### Zoomed window, run 1

Bar = 5 microns. Region (23, 36) to (43, 56) microns. Cells in gray, sequential cells in the stronger gray; small squares are vias.
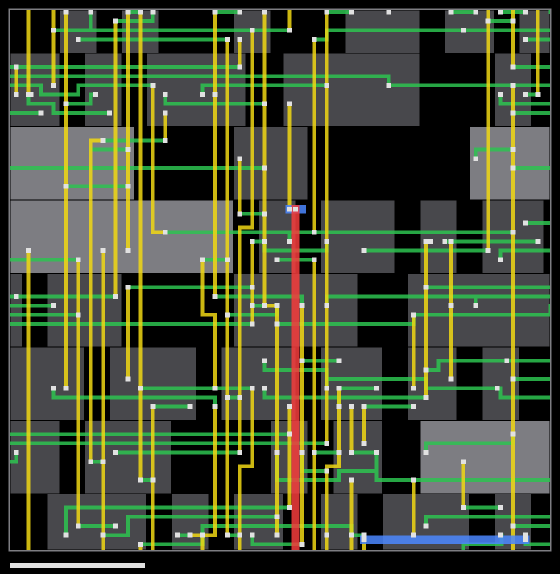
### Metal layers overlaid, run 1

Bar = 20 microns.
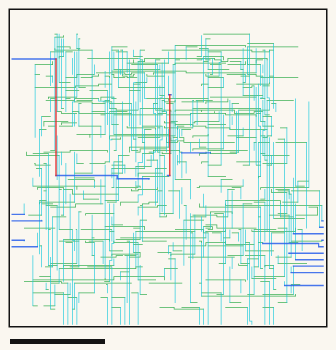
### Logic cells by family, run 1

Bar = 20 microns.
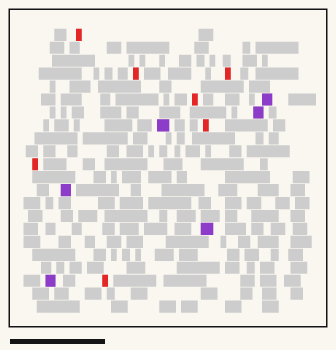
### Sequential cells colored by netlist name, run 1

Bar = 20 microns.
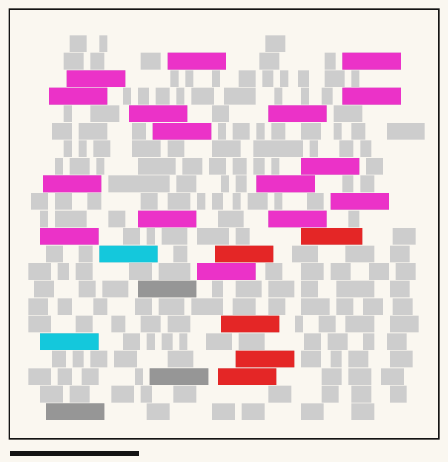
Design exmem_stage_ctrl, sky130hd; sources not shown.
==> impl_metrics.csv, run 1 <==
group,metric,value,unit
timing,rsz0062_at_grt,"yes",
critical_path,critical-path-slowest-cell,"sky130_fd_sc_hd__dfrtp_2",
cells_and_area,regArea,652,sq um
placement,pre_cts_slack,-0.761,ns
critical_path,cp-start-kind,"flop",
timing,finalWorstSetupSlack,-0.254,ns
clocking,cts_repair_resize_count,21,
critical_path,ff2ff_path_depth,8,
timing,finalSetupViolations,1,
cells_and_area,final_cell_mix,"sky130_fd_sc_hd__buf_4 (27), sky130_fd_sc_hd__dfrtp_1 (25), sky130_fd_sc_hd__clkdlybuf4s50_1 (20)",
pwr,ir_drop,0.600,mV
placement,port-buffer-count,33,
logic_synthesis,mean_instance_size_in_the_synthesized_netlist,10.2,sq um
grt,global_route.usage.met2,35.8,%
logic_synthesis,synth-edff-count,0,
detailed_routing,met2_wirelength,2100,microns
logic_synthesis,synth.cell_area,1440,sq um
timing,hold_violations,0,
pwr,power_per_cell_area,969,nW/um^2
placement,place.gp.congestion,0.777,
cells_and_area,final-comb-area,816,sq um
cells_and_area,num-nets-final,231,
floorplan,fp_util,38.8,%
floorplan,dieWidth,66.4,microns
logic_synthesis,yosys-top-cells-count,"sky130_fd_sc_hd__dfrtp_1 (26), sky130_fd_sc_hd__nor2_1 (20), sky130_fd_sc_hd__xnor2_1 (10), sky130_fd_sc_hd__xor2_1 (10), sky130_fd_sc_hd__mux2_2 (9)",
logic_synthesis,synth.largest_area_cell,"sky130_fd_sc_hd__dfrtp_1",
logic_synthesis,yosys_area,1440,sq um
placement,placed_area,1980,sq um
flow_run,maxCapViolCount,0,
pwr,clockPowerShare,17.7,%
timing,maxClockFrequency,464,MHz
timing,relSlewSlack,74.6,%
grt,grt_util_met3,2.73,%
timing,finalCritPeriodShare,113,%
clocking,cts-root-to-sink-buffers,2,
cells_and_area,fin_area,2110,sq um
pwr,power.switching,0.000703,W
logic_synthesis,top_area_share,45.1,%
logic_synthesis,synth.distinct_cells,34,
pwr,p_leak,0.897,nW
outcome,violations,"negative setup slack",
pwr,combinationalPowerShare,45.2,%
critical_path,critPathRequiredTime,1.52,ns
critical_path,critPathMaxStageDelay,0.45,ns
clocking,clkSinkCount,26,
clocking,cts.htree.levels,1,
placement,placedCellCount,242,
cells_and_area,biggestCellCategory,"multi-input combinational cells",
logic_synthesis,post_synth_mux_area_share,7.03,%
cells_and_area,layout-drive-gt1-share,28.9,%
critical_path,critical_path_depth,5,
clocking,cts_setup_buffers,0,
grt,grtUsageMet1,22.7,%
logic_synthesis,synth_seq_share,45.1,%
cells_and_area,bufAreaShareNonClock,23.8,%
detailed_routing,routed_wire_length_per_instance,15.8,microns
critical_path,critPathMaxFanout,3,
cells_and_area,layout.clock.cell_area_share,2.61,%
cells_and_area,number_of_non_clock_buffers_in_the_layout,58,
min_path,classification_of_the_worst_slack_hold_path,"in -> async",
detailed_routing,drt.antenna.violating_nets,0,
timing,fin_worst_skew,0.00304,ns
floorplan,num_tap_cells,48,
cells_and_area,multi_input_comb_cells,106,
floorplan,die_height,66.4,microns
timing,worstMarginPinSlew,0.381,ns
logic_synthesis,logic_family,"simple AND/OR/NAND/NOR gates",
grt,antenna_found_initial,0,
logic_synthesis,async_flop_share,100,%
outcome,run_status,"finished, violations left",
## Picture notes: 'Zoomed window'
Key: green = met1; yellow = met2; red = met4; blue = met3
Sequential cells in the window: 3. Most frequent: nor2_1 (9), buf_4 (4). 36 logic cells have their middle in the window.

## Picture notes: 'Metal layers overlaid'
Key: cyan = met2 [wire length 2100 microns]; green = met1 [wire length 1700 microns]; red = met4 [wire length 41.5 microns]; blue = met3 [wire length 107 microns]
total number of vias: 1257
Total GRT Usage: 19.3%

## Picture notes: 'Logic cells by family'
Key: red = inverters [cells 7, most used inv_1]; purple = AND and OR gates [cells 6]
most used logic cell in the final layout: sky130_fd_sc_hd__buf_4
post-layout instance count excluding filler cells: 249
share of cell area taken by multi-input logic gates: 38.6%

## Picture notes: 'Sequential cells colored by netlist name'
Key: cyan = `r_state` [placed flops 2]; magenta = `u_timer/r_count` [placed flops 16]; red = `r_waddr` [placed flops 5]
Another 3 sequential cells are not colored.
Final Util: 56.8%
power dissipated in sequential cells: 0.000760 W

--- run 2 (diff from run 1) ---
SKIP_CTS_REPAIR_TIMING = 1   (was default)
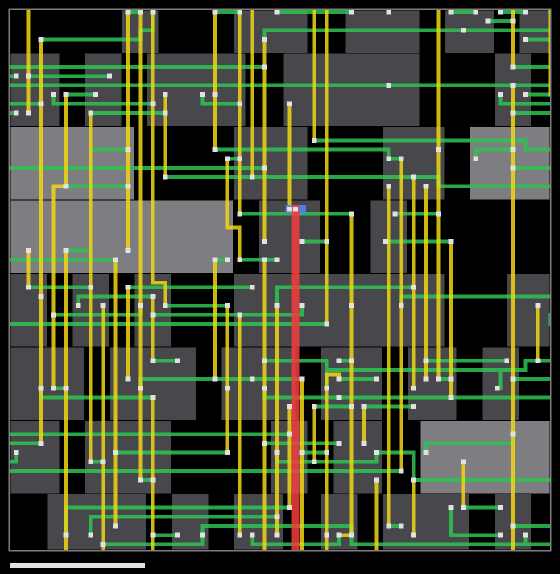
*Zoomed window, run 2*
Bar = 5 microns. Region (23, 36) to (43, 56) microns. Cells in gray, sequential cells in the stronger gray; small squares are vias.
Key: red = met4; green = met1; blue = met3; yellow = met2
Most frequent: nor2_1 (8). 34 logic cells have their middle in the window. Sequential cells in the window: 3.

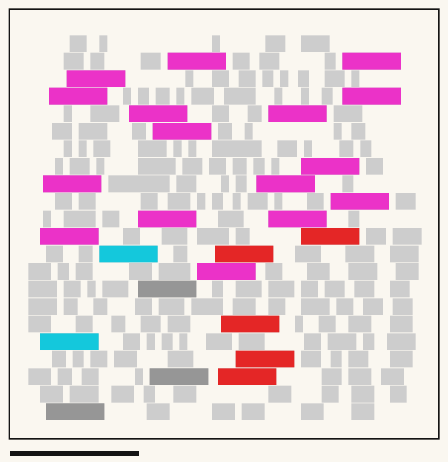
*Sequential cells colored by netlist name, run 2*
Bar = 20 microns.
Key: red = `r_waddr` [placed flops 5]; cyan = `r_state` [placed flops 2]; magenta = `u_timer/r_count` [placed flops 16]
Another 3 sequential cells are not colored.
power dissipated in sequential cells: 0.000748 W
Final Util: 57.2%

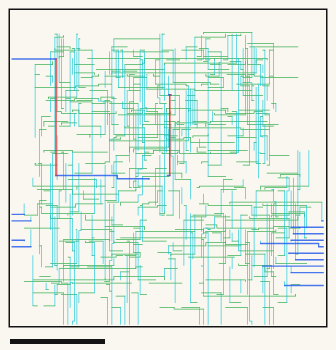
*Metal layers overlaid, run 2*
Bar = 20 microns.
Key: green = met1 [wire length 1660 microns]; cyan = met2 [wire length 2060 microns]; blue = met3 [wire length 117 microns]; red = met4 [wire length 41.5 microns]
total number of vias: 1264
final routed wire length divided by cell count: 15.6 microns
Routed WL: 3880 microns

==> impl_metrics.csv, run 2 <==
group,metric,value,unit
grt,global_route.usage.met2,35.1,%
outcome,run_status,"finished, violations left",
logic_synthesis,yosys-top-cells-count,"sky130_fd_sc_hd__dfrtp_1 (26), sky130_fd_sc_hd__nor2_1 (20), sky130_fd_sc_hd__xnor2_1 (10), sky130_fd_sc_hd__xor2_1 (10), sky130_fd_sc_hd__mux2_2 (9)",
grt,grtUsageMet1,22.7,%
pwr,clockPowerShare,17.6,%
logic_synthesis,postSynth.topFlopCell,"sky130_fd_sc_hd__dfrtp_1",
clocking,worst_setup_hold_path_clk_slew,0.09,ns
grt,antenna_found_initial,0,
logic_synthesis,async_flop_share,100,%
cells_and_area,layout.clock.cell_area_share,2.59,%
cells_and_area,regArea,651,sq um
placement,placedCellCount,242,
critical_path,critical-path-slowest-cell,"sky130_fd_sc_hd__clkdlybuf4s50_1",
cells_and_area,most_used_logic_cell_in_the_final_layout,"sky130_fd_sc_hd__buf_4",
logic_synthesis,synth_seq_share,45.1,%
critical_path,cp-start-kind,"input pin",
logic_synthesis,post_synth_mux_area_share,7.03,%
detailed_routing,met2_wirelength,2060,microns
logic_synthesis,synth-edff-count,0,
clocking,cts.htree.levels,1,
floorplan,num_tap_cells,48,
cells_and_area,number_of_non_clock_buffers_in_the_layout,58,
detailed_routing,drt.antenna.violating_nets,0,
grt,globalRouteTotalUtil,19.2,%
cells_and_area,final_cell_mix,"sky130_fd_sc_hd__buf_4 (27), sky130_fd_sc_hd__dfrtp_1 (26), sky130_fd_sc_hd__clkdlybuf4s50_1 (23)",
critical_path,ff2ff_path_depth,8,
logic_synthesis,compound_area_share,7.03,%
logic_synthesis,mean_instance_size_in_the_synthesized_netlist,10.2,sq um
logic_synthesis,topCellsByArea,"sky130_fd_sc_hd__dfrtp_1 (45%), sky130_fd_sc_hd__mux2_2 (7.0%), sky130_fd_sc_hd__xnor2_1 (6.1%)",
logic_synthesis,logic_family,"simple AND/OR/NAND/NOR gates",
clocking,clkSinkCount,26,
timing,finalSetupViolations,1,
floorplan,die_height,66.4,microns
pwr,power.switching,0.000688,W
min_path,classification_of_the_worst_slack_hold_path,"in -> async",
clocking,cts_root_buf,"sky130_fd_sc_hd__clkbuf_8",
flow_run,maxCapViolCount,0,
timing,finalWorstSetupSlack,-0.200,ns
placement,placed_area,1980,sq um
timing,maxClockFrequency,476,MHz
critical_path,critPathMaxFanout,1,
cells_and_area,fin_cells,249,
logic_synthesis,top_area_share,45.1,%
timing,finalCritPeriodShare,111,%
critical_path,critPathRequiredTime,1.52,ns
timing,rsz0062_at_grt,"yes",
grt,grt_pass1_vias,1351,
logic_synthesis,syn_inst,142,
cells_and_area,bufAreaShareNonClock,24.7,%
timing,fin_worst_skew,0.00210,ns
logic_synthesis,synth.cell_area,1440,sq um
cells_and_area,layout-drive-gt1-share,27.9,%
pwr,combinationalPowerShare,45.7,%
logic_synthesis,yosys_area,1440,sq um
grt,grt_util_met3,2.90,%
floorplan,dieWidth,66.4,microns
cells_and_area,area_delta_synth_final,47.4,%
floorplan,fp_util,38.8,%
timing,worstMarginPinSlew,0.376,ns
outcome,violations,"negative setup slack",
cells_and_area,fin_area,2120,sq um
logic_synthesis,synth.largest_area_cell,"sky130_fd_sc_hd__dfrtp_1",
cells_and_area,final-comb-area,807,sq um
cells_and_area,biggestCellCategory,"multi-input combinational cells",
placement,place.gp.congestion,0.777,
logic_synthesis,synth.distinct_cells,34,
critical_path,critPathMaxStageDelay,0.42,ns
placement,port-buffer-count,33,
pwr,seq_power_share,36.7,%
cells_and_area,multi_input_comb_cells,106,
critical_path,critical_path_depth,6,
timing,relSlewSlack,74.9,%
critical_path,r2r_setup_slack,0.10,ns
detailed_routing,dr.max_layer_used,"met4",
No activity file was given, so power comes from the tool's default toggle rates.
